<file path="config.mk">
export PLATFORM = sky130hd
export DESIGN_NAME = serial_add_ctrl_flat
export DESIGN_NICKNAME = d
export VERILOG_FILES = /design/src/rtl/serial_add_pkg.sv /design/src/rtl/serial_add_ctrl_if.sv /design/src/rtl/serial_add_ctrl_adder.sv /design/src/rtl/serial_add_ctrl.sv /design/src/flat_wrapper.sv
export SDC_FILE = /design/constraint.sdc
export NUM_CORES = 1
export LEC_CHECK = 0
export CAP_MARGIN = 10
export CELL_PAD_IN_SITES_DETAIL_PLACEMENT = 1
export CELL_PAD_IN_SITES_GLOBAL_PLACEMENT = 1
export CORE_MARGIN = 2
export CORE_UTILIZATION = 40
export CTS_BUF_LIST = sky130_fd_sc_hd__clkbuf_4
export CTS_CLUSTER_DIAMETER = 50
export CTS_CLUSTER_SIZE = 24
export DETAILED_ROUTE_END_ITERATION = 10
export GPL_TIMING_DRIVEN = 1
export PLACE_DENSITY = 0.84
export SLEW_MARGIN = 40
export SYNTH_ARGS = -nofsm -noshare
export SYNTH_HDL_FRONTEND = slang
export SYNTH_SLANG_ARGS = --single-unit
</file>
<file path="constraint.sdc">
create_clock -name clk -period 2.5 [get_ports clk]
set_input_delay 0.5 -clock clk [delete_from_list [all_inputs] [get_ports clk]]
set_output_delay 0.5 -clock clk [all_outputs]
set_load 0.02 [all_outputs]
</file>
<file path="src/rtl/serial_add_pkg.sv">
// Shared types and defaults for the bit-serial add controller.
// Used by serial_add_ctrl and its testbench.
package serial_add_pkg;

    localparam int DEF_WIDTH = 16;
    localparam int DEF_HDR_W = 8;
    localparam int DEF_LEN_W = $clog2(DEF_WIDTH + 1);

    typedef enum logic [1:0] {
        IDLE = 2'd0,
        RUN  = 2'd1,
        DONE = 2'd2
    } state_e;

    typedef struct packed {
        logic [DEF_HDR_W-1:0] hdr;
        logic [DEF_LEN_W-1:0] len;
        logic [DEF_WIDTH-1:0] a;
        logic [DEF_WIDTH-1:0] b;
        logic                 cin;
    } cmd_t;

    typedef struct packed {
        logic [DEF_HDR_W-1:0] hdr;
        logic [DEF_WIDTH-1:0] sum;
        logic                 cout;
    } rsp_t;

endpackage

</file>
<file path="src/rtl/serial_add_ctrl_if.sv">
// Command/response handshake bundle for serial_add_ctrl.
// rsp_par exists only when SERIAL_ADD_PARITY_EN is defined.
interface serial_add_ctrl_if #(
    parameter int WIDTH = 16,
    parameter int LEN_W = $clog2(WIDTH + 1),
    parameter int HDR_W = 8
);
    logic             cmd_valid;
    logic             cmd_ready;
    logic [HDR_W-1:0] cmd_hdr;
    logic [LEN_W-1:0] cmd_len;
    logic [WIDTH-1:0] cmd_a;
    logic [WIDTH-1:0] cmd_b;
    logic             cmd_cin;
    logic             rsp_valid;
    logic             rsp_ready;
    logic [HDR_W-1:0] rsp_hdr;
    logic [WIDTH-1:0] rsp_sum;
    logic             rsp_cout;
`ifdef SERIAL_ADD_PARITY_EN
    logic             rsp_par;
`endif

    modport master (
        output cmd_valid, cmd_hdr, cmd_len, cmd_a, cmd_b, cmd_cin,
        input  cmd_ready,
        input  rsp_valid, rsp_hdr, rsp_sum, rsp_cout,
`ifdef SERIAL_ADD_PARITY_EN
        input  rsp_par,
`endif
        output rsp_ready
    );

    modport slave (
        input  cmd_valid, cmd_hdr, cmd_len, cmd_a, cmd_b, cmd_cin,
        output cmd_ready,
        output rsp_valid, rsp_hdr, rsp_sum, rsp_cout,
`ifdef SERIAL_ADD_PARITY_EN
        output rsp_par,
`endif
        input  rsp_ready
    );

endinterface

</file>
<file path="src/rtl/serial_add_ctrl_adder.sv">
// 1-bit full adder shared by the serial sequencer.
module serial_add_ctrl_adder (
    input  logic a_i,
    input  logic b_i,
    input  logic cin_i,
    output logic sum_o,
    output logic cout_o
);

    assign sum_o  = a_i ^ b_i ^ cin_i;
    assign cout_o = (a_i & b_i) | (cin_i & (a_i ^ b_i));

endmodule

</file>
<file path="src/rtl/serial_add_ctrl.sv">
// Bit-serial add sequencer: one operand bit per clock through u_adder.
// Define SERIAL_ADD_PARITY_EN to add the rsp_par result output.
module serial_add_ctrl
    import serial_add_pkg::*;
#(
    parameter int WIDTH = DEF_WIDTH,
    parameter int LEN_W = $clog2(WIDTH + 1),
    parameter int HDR_W = DEF_HDR_W
) (
    input  logic             clk,
    input  logic             rst_n,
    serial_add_ctrl_if.slave bus,
    output logic             busy
);

    state_e           state_q;
    logic [HDR_W-1:0] hdr_q;
    logic [WIDTH-1:0] a_q;
    logic [WIDTH-1:0] b_q;
    logic [LEN_W-1:0] len_q;
    logic [LEN_W-1:0] idx_q;
    logic [WIDTH-1:0] sum_q;
    logic             carry_q;
    logic             cmd_ready_q;
    logic             rsp_valid_q;
    logic             busy_q;

    logic [LEN_W-1:0] len_d;
    logic [WIDTH-1:0] sum_d;
    logic             run;
    logic             last;
    logic             add_a;
    logic             add_b;
    logic             add_cin;
    logic             add_sum;
    logic             add_cout;

    assign len_d = (bus.cmd_len > LEN_W'(WIDTH)) ?
                   LEN_W'(WIDTH) : bus.cmd_len;

    // Operands shift right so bit 0 is always the current bit.
    assign run     = (state_q == RUN);
    assign add_a   = run & a_q[0];
    assign add_b   = run & b_q[0];
    assign add_cin = run & carry_q;
    assign last    = (idx_q == len_q - LEN_W'(1));
    assign sum_d   = sum_q | (WIDTH'(add_sum) << idx_q);

    serial_add_ctrl_adder u_adder (
        .a_i    (add_a),
        .b_i    (add_b),
        .cin_i  (add_cin),
        .sum_o  (add_sum),
        .cout_o (add_cout)
    );

`ifdef SERIAL_ADD_PARITY_EN
    logic par_q;
    logic par_d;

    assign par_d = par_q ^ add_sum ^ (last & add_cout);

    always_ff @(posedge clk or negedge rst_n) begin
        if (!rst_n) begin
            par_q <= 1'b0;
        end else begin
            unique case (state_q)
                IDLE: if (bus.cmd_valid) begin
                    par_q <= (len_d == '0) ? bus.cmd_cin : 1'b0;
                end
                RUN:     par_q <= par_d;
                default: par_q <= par_q;
            endcase
        end
    end

    assign bus.rsp_par = par_q;
`endif

    always_ff @(posedge clk or negedge rst_n) begin
        if (!rst_n) begin
            state_q     <= IDLE;
            hdr_q       <= '0;
            a_q         <= '0;
            b_q         <= '0;
            len_q       <= '0;
            idx_q       <= '0;
            sum_q       <= '0;
            carry_q     <= 1'b0;
            cmd_ready_q <= 1'b1;
            rsp_valid_q <= 1'b0;
            busy_q      <= 1'b0;
        end else begin
            unique case (state_q)
                IDLE: begin
                    if (bus.cmd_valid) begin
                        hdr_q       <= bus.cmd_hdr;
                        a_q         <= bus.cmd_a;
                        b_q         <= bus.cmd_b;
                        len_q       <= len_d;
                        carry_q     <= bus.cmd_cin;
                        idx_q       <= '0;
                        sum_q       <= '0;
                        cmd_ready_q <= 1'b0;
                        if (len_d == '0) begin
                            state_q     <= DONE;
                            rsp_valid_q <= 1'b1;
                        end else begin
                            state_q <= RUN;
                            busy_q  <= 1'b1;
                        end
                    end
                end
                RUN: begin
                    sum_q   <= sum_d;
                    carry_q <= add_cout;
                    idx_q   <= idx_q + LEN_W'(1);
                    a_q     <= a_q >> 1;
                    b_q     <= b_q >> 1;
                    if (last) begin
                        state_q     <= DONE;
                        busy_q      <= 1'b0;
                        rsp_valid_q <= 1'b1;
                    end
                end
                DONE: begin
                    if (bus.rsp_ready) begin
                        state_q     <= IDLE;
                        rsp_valid_q <= 1'b0;
                        cmd_ready_q <= 1'b1;
                    end
                end
                default: begin
                    state_q <= IDLE;
                end
            endcase
        end
    end

    assign bus.cmd_ready = cmd_ready_q;
    assign bus.rsp_valid = rsp_valid_q;
    assign bus.rsp_hdr   = hdr_q;
    assign bus.rsp_sum   = sum_q;
    assign bus.rsp_cout  = carry_q;
    assign busy          = busy_q;

endmodule

</file>
<file path="src/flat_wrapper.sv">
// flat-port wrapper written by rule: the top's interface ports become plain ports
module serial_add_ctrl_flat import serial_add_pkg::*;
#(
    parameter int WIDTH = DEF_WIDTH,
    parameter int LEN_W = $clog2(WIDTH + 1),
    parameter int HDR_W = DEF_HDR_W
)
  (clk, rst_n, busy, bus_cmd_valid, bus_cmd_hdr, bus_cmd_len, bus_cmd_a, bus_cmd_b, bus_cmd_cin, bus_cmd_ready, bus_rsp_valid, bus_rsp_hdr, bus_rsp_sum, bus_rsp_cout, bus_rsp_ready);
  serial_add_ctrl_if #(.WIDTH(WIDTH), .LEN_W(LEN_W), .HDR_W(HDR_W)) bus_i ();
  input  logic clk;
  input  logic rst_n;
  output logic busy;
  input wire logic [$bits(bus_i.cmd_valid)-1:0] bus_cmd_valid;
  input wire logic [$bits(bus_i.cmd_hdr)-1:0] bus_cmd_hdr;
  input wire logic [$bits(bus_i.cmd_len)-1:0] bus_cmd_len;
  input wire logic [$bits(bus_i.cmd_a)-1:0] bus_cmd_a;
  input wire logic [$bits(bus_i.cmd_b)-1:0] bus_cmd_b;
  input wire logic [$bits(bus_i.cmd_cin)-1:0] bus_cmd_cin;
  output wire logic [$bits(bus_i.cmd_ready)-1:0] bus_cmd_ready;
  output wire logic [$bits(bus_i.rsp_valid)-1:0] bus_rsp_valid;
  output wire logic [$bits(bus_i.rsp_hdr)-1:0] bus_rsp_hdr;
  output wire logic [$bits(bus_i.rsp_sum)-1:0] bus_rsp_sum;
  output wire logic [$bits(bus_i.rsp_cout)-1:0] bus_rsp_cout;
  input wire logic [$bits(bus_i.rsp_ready)-1:0] bus_rsp_ready;
  assign bus_i.cmd_valid = bus_cmd_valid;
  assign bus_i.cmd_hdr = bus_cmd_hdr;
  assign bus_i.cmd_len = bus_cmd_len;
  assign bus_i.cmd_a = bus_cmd_a;
  assign bus_i.cmd_b = bus_cmd_b;
  assign bus_i.cmd_cin = bus_cmd_cin;
  assign bus_cmd_ready = bus_i.cmd_ready;
  assign bus_rsp_valid = bus_i.rsp_valid;
  assign bus_rsp_hdr = bus_i.rsp_hdr;
  assign bus_rsp_sum = bus_i.rsp_sum;
  assign bus_rsp_cout = bus_i.rsp_cout;
  assign bus_i.rsp_ready = bus_rsp_ready;
  serial_add_ctrl #(.WIDTH(WIDTH), .LEN_W(LEN_W), .HDR_W(HDR_W)) u_core (.clk(clk), .rst_n(rst_n), .bus(bus_i), .busy(busy));
endmodule
</file>
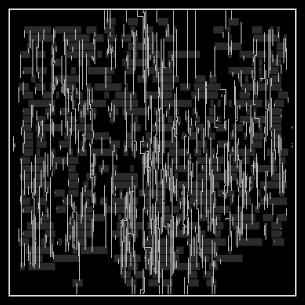
**Above:** signal wires on met2.
Drawn at 3 px/micron. Cells faint in the background.
377 nets have wire on it. The layer carries 3690 microns of wire.
drt total wl: 7.71 mm
via count: 2541

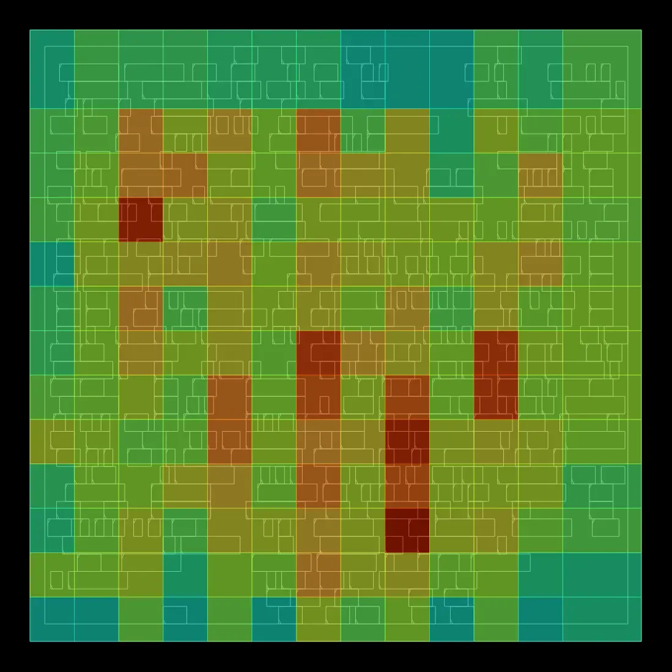
**Above:** routing congestion map.
met1 global-route usage: 0.223
Global Route met2 Usage: 0.308
total track usage: 0.184
most congested layer reported by global routing: met2
final design utilization: 0.533

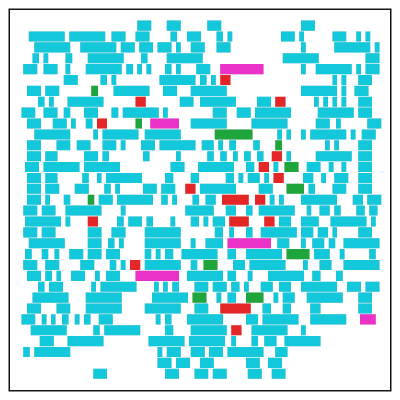
**Above:** cell sizes after repair.
Drawn at 4 px/micron.
Key: cyan = drive 1 or less [cells 360]; magenta = drive 6 and up [cells 5]; red = drive 3 to 4 [cells 16]; green = drive 2 [cells 11]
Non-CTS buffers: 82
setup ws final: 0.189 ns

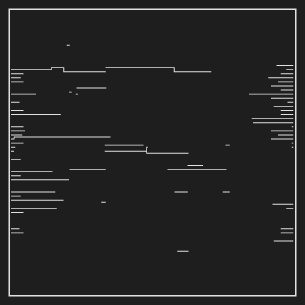
**Above:** M3 wires.
Drawn at 3 px/micron.
The layer holds 6.5% of the routed length. The wires run mostly horizontal.
met3 Use GR: 0.0632

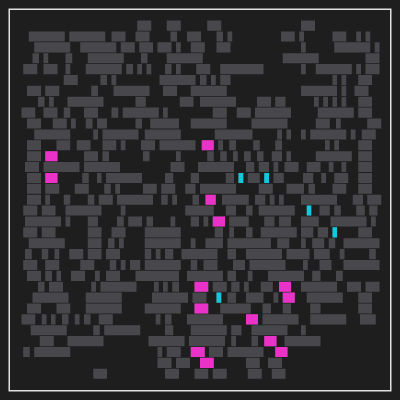
**Above:** selected gate families.
Drawn at 4 px/micron.
Key: magenta = AND-OR and OR-AND gates [cells 14, most used a22o_1]; cyan = inverters [cells 5, most used inv_1]
Cell Count, Final, Fillers Out: 497
fraction of area in multi-input gates: 0.319
most instantiated logic cell after routing: clkdlybuf4s50_1

==> critical path: stages (launching register included) <==
cell and delay [ns]:
dfrtp_1 0.48, and2b_1 0.28, and2_1 0.21, fa_1 0.54
nand2b_1 0.18, nor4_2 0.33, a31oi_1 0.14, nor2_1 0.10
==> metal layers <==
layer | share of wire | wire length [microns] | GRT usage | vias up
met4 | 0.017 | 130 | 0.0640 | 0
li1 | - | - | - | 1227
met3 | 0.065 | 504 | 0.0632 | 14
met2 | 0.48 | 3690 | 0.308 | 71
met1 | 0.44 | 3390 | 0.223 | 1229
met5 | 0 | 0 | 0 | -
==> cell type report <==
type / instances / area (sq um) / share of cell area
Sequential cell: 72 / 1800 / 0.416
Multi-Input combinational cell: 217 / 1380 / 0.319
Timing Repair Buffer: 82 / 822 / 0.190
Tap cell: 105 / 131 / 0.0303
Clock inverter: 7 / 110 / 0.0254
Clock buffer: 9 / 67.6 / 0.0156
Inverter: 5 / 18.8 / 0.00433
==> worst max path at each step <==
stage / depth (start not counted) / slack, ns / to / start
floorplan: 7 / 0.45 / u_core.bus.rsp_sum[6]$_DFFE_PN0P_ / u_core.state_q[1]$_DFFE_PN0P_
global placement: 7 / 0.27 / u_core.bus.rsp_sum[6]$_DFFE_PN0P_ / u_core.state_q[0]$_DFFE_PN0P_
detailed placement: 7 / 0.17 / u_core.bus.rsp_sum[6]$_DFFE_PN0P_ / u_core.state_q[1]$_DFFE_PN0P_
CTS: 7 / 0.17 / u_core.bus.rsp_sum[6]$_DFFE_PN0P_ / u_core.state_q[0]$_DFFE_PN0P_
global route: 7 / 0.02 / u_core.bus.rsp_sum[6]$_DFFE_PN0P_ / u_core.state_q[1]$_DFFE_PN0P_
finish: 7 / 0.19 / u_core.bus.rsp_sum[6]$_DFFE_PN0P_ / u_core.state_q[0]$_DFFE_PN0P_
==> Yosys cell counts, types with 2 or more instances <==
master / instances
nand3b_1: 3
xor2_1: 4
a31oi_1: 5
and2_1: 3
dfrtp_1: 71
nor3_2: 3
nand2_1: 63
a32o_1: 4
o21ai_1: 21
a22o_1: 8
a21oi_1: 6
clkbuf_1: 4
nand3_1: 2
buf_6: 5
inv_1: 5
xnor2_1: 3
o21ai_0: 20
nor2_1: 15
buf_2: 10
nor2b_1: 2
nand2b_1: 5
mux2i_1: 31
ha_1: 2
==> power groups by stage <==
stage	Sequential [mW]	Clock [mW]	Combinational (mW)
6_report	2.03	0.905	2.58
3_5_place_dp	2.06	0	2.63
4_1_cts	2.04	0.944	2.63
3_3_place_gp	2.03	0	2.50
5_1_grt	2.11	0.988	2.88
2_1_floorplan	2.10	0	1.78
==> cells by family after synthesis <==
kind of cell               Yosys count  synth area share
buffers and inverters               24            0.0423
muxes                               31            0.0936
adders and majority gates            3            0.0136
and+or+nand+nor                    106             0.156
AOI/OAI and AO/OA                   70             0.132
DFF                                 72             0.544
xor gates and xnor gates             7            0.0185
==> state kept, by name (all words and copies together) (netlist names) <==
register,count
u_core.a_q,16
u_core.b_q,16
u_core.bus.cmd_ready,1
u_core.bus.rsp_cout,1
u_core.bus.rsp_hdr,8
u_core.bus.rsp_sum,16
u_core.bus.rsp_valid,1
u_core.busy,1
u_core.idx_q,5
u_core.len_q,5
u_core.state_q,2
==> results.json <==
{
  "grt_pass1_wl_mm": 12.7,
  "r2r_slack_ns": 0.19,
  "drc_errors": 0,
  "ff2ff_path_depth": 7,
  "clock_latency_ns": 0.42,
  "synth_cell_types": 41,
  "r2r_end": "u_core.bus.rsp_sum[6]$_DFFE_PN0P_",
  "pwr-share-seq": 0.369,
  "ys_seq_frac": 0.544,
  "die-area_sq_mm": 0.00903,
  "vias_per_cell": 5.11,
  "synth_area_sq_mm": 0.00331,
  "warning_count": 26,
  "synthCells": 313,
  "holdWs_ns": 0.0642,
  "power_frac_comb": 0.468,
  "cts-resized-gates": 0,
  "syn_area_per_cell_sq_um": 10.6,
  "net-switching-power_mw": 2.21,
  "peakVddDrop_uv": 503,
  "pin_count": 78,
  "placed_cell_area_sq_mm": 0.00416,
  "yosys.area.top_type": "dfrtp_1",
  "skew_ns": 0.0166,
  "cts_tree": "built",
  "start_kind": "register",
  "max_slew.worst_pin.slew_ns": 0.684,
  "critPathRequiredTime_ns": 2.87,
  "numSynthFlops": 72,
  "grt-ovfl-total": 0,
  "worst_r2r_startpoint": "u_core.state_q[0]$_DFFE_PN0P_",
  "max_freq_mhz": 433,
  "clk_path_buf_depth": 2,
  "clock_power_share": 0.164,
  "coreArea_sq_mm": 0.00813,
  "async_reset_ff_frac": 1.00,
  "cts_made_buffers": 9,
  "hold_buffers": 0,
  "initial_core_util": 0.407,
  "ys_warn_count": 0,
  "ys_top_cells_by_area": "dfrtp_1, mux2i_1, nand2_1",
  "slew_headroom": 0.544,
  "synth-edff-count": 0,
  "setup_viol": 0,
  "antenna_found_initial": 0,
  "grt_pass1_vias": 2639,
  "sw_frac_of_total": 0.400,
  "placedCellCount": 481,
  "rsz0062_at_grt": "false",
  "num_antenna_cells": 0,
  "drive_gt1_frac": 0.0816,
  "critical_path_class": "reg -> reg",
  "finalInstanceArea_sq_mm": 0.00434,
  "path_clk_slew_ns": 0.12,
  "hold_viol": 0,
  "fin_crit_sh": 0.924,
  "slew_violations": 0,
  "areaGrowthSynthToFinish_pct": 30.8,
  "gp_congestion": 0.785,
  "fin_nets": 440,
  "finalSetupTns_ns": 0,
  "port_buffers": 77,
  "grt_max_degree": 73,
  "yosys_area_sq_mm": 0.00331,
  "routedWlPerCell_microns": 15.5,
  "first_iter_violations": 107,
  "postCtsSetupBuffers": 0,
  "post-dp-hpwl_mm": 5.51,
  "drv_cap": 0,
  "clock-sinks": 72,
  "hold_path.class": "in -> async",
  "cp_data_arrival_time_ns": 2.68,
  "chipWidth_microns": 95.0,
  "die_h_microns": 95.0,
  "fill_cells": 900,
  "power.leakage_nw": 1.88,
  "rows": 33,
  "clock-root-buffer": "clkbuf_4",
  "status": "complete, no violations",
  "dr.pass1.iters": 4,
  "ys_cells": 313,
  "synthesis.nets": 366,
  "ant_nets": 0,
  "crit_path_max_fanout": 8,
  "internal_power_mw": 3.31,
  "endpoint_kind": "register",
  "p_total_mw": 5.52,
  "p_per_area_mw_per_mm2": 1270,
  "dp_slack_ns": 0.171,
  "htreeDepth": 3,
  "flop_cell": "dfrtp_1",
  "top_area_frac": 0.536,
  "most-common-layout-cells": "clkdlybuf4s50_1, dfrtp_1, nand2_1, mux2i_1, o21ai_1",
  "timing.final.crit_period_ns": 2.31
}
Power figures rest on the tool's default switching activity, not on a simulated workload.
